`src/rtl/fetch_stage.sv`:
```
// IF stage: owns the PC, issues one imem request at a time, holds the returned word for IF/ID.
// Optional FETCH_PERF_EN adds fetch_cnt / kill_cnt performance counters.
module fetch_stage #(
  parameter logic [31:0] RESET_PC  = 32'h00000000,
  parameter logic [31:0] NOP_INSTR = 32'h00000013
) (
  input  logic        clk,
  input  logic        rst,
  input  logic        en,
  input  logic        PCSrcE,
  input  logic [31:0] PCTargetE,
  output logic        imem_req,
  output logic [31:0] imem_addr,
  input  logic        imem_ready,
  input  logic        imem_rvalid,
  input  logic [31:0] imem_rdata,
  output logic [31:0] instrF,
  output logic [31:0] PCF,
  output logic [31:0] PCPlus4F,
  output logic        validF,
  output logic        busyF
`ifdef FETCH_PERF_EN
  ,
  output logic [31:0] fetch_cnt,
  output logic [31:0] kill_cnt
`endif
);

  typedef enum logic [1:0] {S_REQ, S_WAIT, S_HOLD} state_t;

  state_t      r_state, w_state_nxt;
  logic        r_kill, w_kill_nxt;
  logic [31:0] r_pc, w_pc_nxt;
  logic [31:0] r_buf;
  logic        w_buf_we;
  logic [31:0] w_pc_plus4;

  assign w_pc_plus4 = r_pc + 32'd4;
  assign PCF        = r_pc;
  assign imem_addr  = r_pc;
  assign PCPlus4F   = w_pc_plus4;

  always_ff @(posedge clk or posedge rst) begin
    if (rst) r_state <= S_REQ;
    else     r_state <= w_state_nxt;
  end

  // A redirect overrides en everywhere; a response racing a redirect is dropped.
  always_comb begin
    w_state_nxt = r_state;
    w_kill_nxt  = r_kill;
    w_pc_nxt    = r_pc;
    w_buf_we    = 1'b0;
    case (r_state)
      S_REQ: begin
        if (imem_ready) begin
          w_state_nxt = S_WAIT;
          if (PCSrcE) w_kill_nxt = 1'b1;
        end
      end
      S_WAIT: begin
        if (imem_rvalid) begin
          if (!r_kill && !PCSrcE) begin
            w_state_nxt = S_HOLD;
            w_buf_we    = 1'b1;
          end else begin
            w_state_nxt = S_REQ;
          end
          w_kill_nxt = 1'b0;
        end else if (PCSrcE) begin
          w_kill_nxt = 1'b1;
        end
      end
      S_HOLD: begin
        if (PCSrcE) begin
          w_state_nxt = S_REQ;
        end else if (en) begin
          w_state_nxt = S_REQ;
          w_pc_nxt    = w_pc_plus4;
        end
      end
      default: w_state_nxt = S_REQ;
    endcase
    if (PCSrcE) w_pc_nxt = PCTargetE;
  end

  always_comb begin
    imem_req = 1'b0;
    validF   = 1'b0;
    instrF   = NOP_INSTR;
    case (r_state)
      S_REQ:  imem_req = 1'b1;
      S_HOLD: begin
        validF = 1'b1;
        instrF = r_buf;
      end
      default: ;
    endcase
    busyF = !validF;
  end

  always_ff @(posedge clk or posedge rst) begin
    if (rst) begin
      r_pc   <= RESET_PC;
      r_kill <= 1'b0;
      r_buf  <= NOP_INSTR;
    end else begin
      r_pc   <= w_pc_nxt;
      r_kill <= w_kill_nxt;
      if (w_buf_we) r_buf <= imem_rdata;
    end
  end

`ifdef FETCH_PERF_EN
  logic [31:0] r_fetch_cnt, r_kill_cnt;

  always_ff @(posedge clk or posedge rst) begin
    if (rst) begin
      r_fetch_cnt <= 32'd0;
      r_kill_cnt  <= 32'd0;
    end else begin
      if (r_state == S_HOLD && en && !PCSrcE)
        r_fetch_cnt <= r_fetch_cnt + 32'd1;
      if (r_state == S_WAIT && imem_rvalid && (r_kill || PCSrcE))
        r_kill_cnt <= r_kill_cnt + 32'd1;
    end
  end

  assign fetch_cnt = r_fetch_cnt;
  assign kill_cnt  = r_kill_cnt;
`endif

endmodule

```
`config.mk`:
```
export PLATFORM = sky130hd
export DESIGN_NAME = fetch_stage
export DESIGN_NICKNAME = d
export VERILOG_FILES = /design/src/rtl/fetch_stage.sv
export SDC_FILE = /design/constraint.sdc
export NUM_CORES = 1
export LEC_CHECK = 0
export ABC_CLOCK_PERIOD_IN_PS = 6900
export CAP_MARGIN = 5
export CORE_ASPECT_RATIO = 0.7
export CORE_MARGIN = 8
export CORE_UTILIZATION = 46
export CTS_BUF_LIST = sky130_fd_sc_hd__clkbuf_4 sky130_fd_sc_hd__clkbuf_8
export CTS_CLUSTER_SIZE = 14
export DETAILED_ROUTE_END_ITERATION = 7
export PLACE_DENSITY = 0.85
export SLEW_MARGIN = 30
export SYNTH_ARGS = -nofsm -noshare
export SYNTH_HDL_FRONTEND = slang
export SYNTH_SLANG_ARGS = --single-unit
```
`constraint.sdc`:
```
create_clock -name clk -period 6.9 [get_ports clk]
set_clock_uncertainty 0.15 [all_clocks]
set_input_delay 1.035 -clock clk [delete_from_list [all_inputs] [get_ports clk]]
set_output_delay 1.035 -clock clk [all_outputs]
set_load 0.02 [all_outputs]
```
==> out/metrics.yaml <==
outcome: "complete, no violations"
ys_types: 46
sh_comb_area_pct: 33.83
clkCellAreaFrac_pct: 3.223
max-slew-margin-rel_pct: 48.85
clock_tree.root_cell: "clkbuf_8"
worstPathCellList: "ha_1 > nand4_2 > or3_1 > nor3_1 > xor2_1 > clkdlybuf4s50_1"
numPlacedInstances: 703
maxUsedRoutingLayer: "met4"
yosysWarnings: 0
synth_area_mm2: 0.004205
tally_of_openroad_warnings: 26
hold_path_depth: 1
drt.antenna.violating_nets: 0
grtUsageMet1_pct: 28.90
layout_setup_ws_ps: 2560
async_reset_ff_share_pct: 100.0
diodes: 0
postLayoutCoreUtil_pct: 68.88
vias_per_cell: 5.465
most_used_standard_cells_in_the_synthesized_netlist: "64 x dfrtp_1, 37 x buf_4, 34 x mux2_2"
powerDensity_mw_per_mm2: 220.7
cp.depth: 6
netSwitchingFraction_pct: 32.27
synth.top_cell.area_share_pct: 38.08
multiInputCombCellCount: 303
synth-seq-cells: 67
critPathCapture: "PCPlus4F[26]"
syn_nets: 509
antenna_found_initial: 0
synth_top_cell_by_area: "dfrtp_1"
regToRegEndpoint: "PCF[28]$_DFFE_PP0P_"
layout.sequential_cells: 67
max-cap-violations: 0
hold_path.startpoint: "r_kill$_DFFE_PP0P_"
rows: 29
htreeDepth: 3
port_buffer_count: 200
preCtsSetupSlack_ps: 2964
[cell usage in the layout (no fill, tap or decap), drive strengths merged, types with 6 or more instances in the layout]
cell	count
inv	6
clkdlybuf4s50	200
xnor2	21
nand4	18
nand3	17
a31oi	16
or4	14
o21ai	15
nand2	29
and4	6
nor3	8
mux2	34
and2	31
nor4	7
clkbuf	13
o31ai	12
nor2	29
xor2	18
dfrtp	64
[cells by family (layout without fill, tap and decap cells)]
group	after synthesis	after routing	synth area share [%]
buffers and inverters	68	225	10.38
adders and majority gates	1	1	0.2975
AOI/OAI and AO/OA	49	49	7.468
muxes	36	36	9.581
and+or+nand+nor	178	178	24.19
xor gates and xnor gates	39	39	8.123
DFF	67	67	39.96
[state kept, by name, summed over array words and instances, names as in the netlist]
name and cells:
PCF 32, r_buf 32, r_kill 1, r_state 2
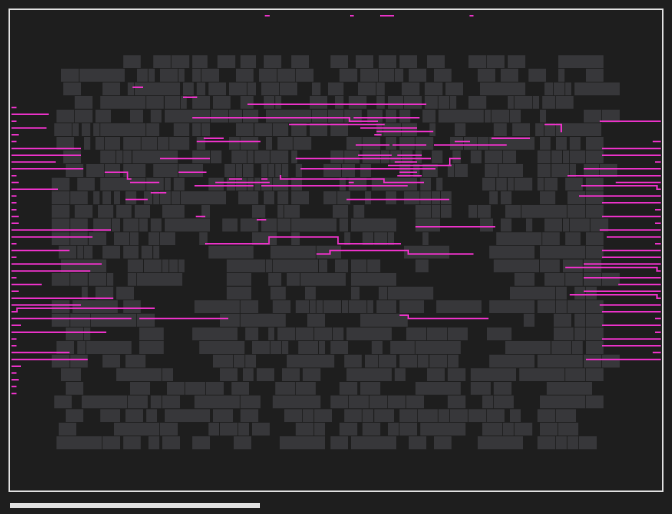
Fig. 1. Signal wires on met3.
Scale bar: 50 um. Cells faint in the background.
wire length on this layer = 1210 um
longest straight run = 35.4 um
share of all routed wire = 8.5%
main direction = horizontal
nets with wire on the layer = 110
total wirelength of the detailed-routed design: 14.32 mm
total vias in the final route: 3929
global-route met3 utilization: 6.087%

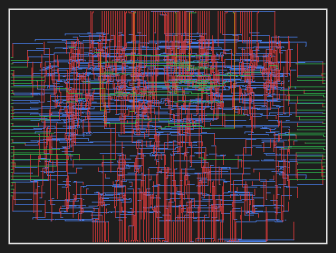
Fig. 2. Routed metal, one color a layer.
M2 -> red  # wire length 6740 um
M4 -> orange  # wire length 184 um
M3 -> green  # wire length 1210 um
M1 -> blue  # wire length 6180 um

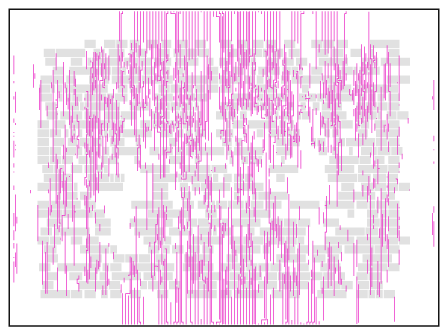
Fig. 3. Metal 2.
Cells faint in the background.
main direction = vertical
longest straight run = 36.2 um
nets with wire on the layer = 569
share of all routed wire = 47%
wire length on this layer = 6740 um
met2 GRT Util: 37.47%

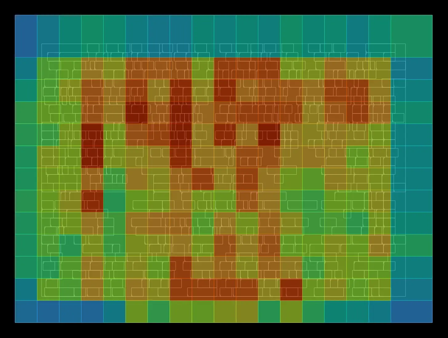
Fig. 4. Congestion heat map.
routing layer with the top usage in global route: met2
average wire per standard cell: 19.91 um

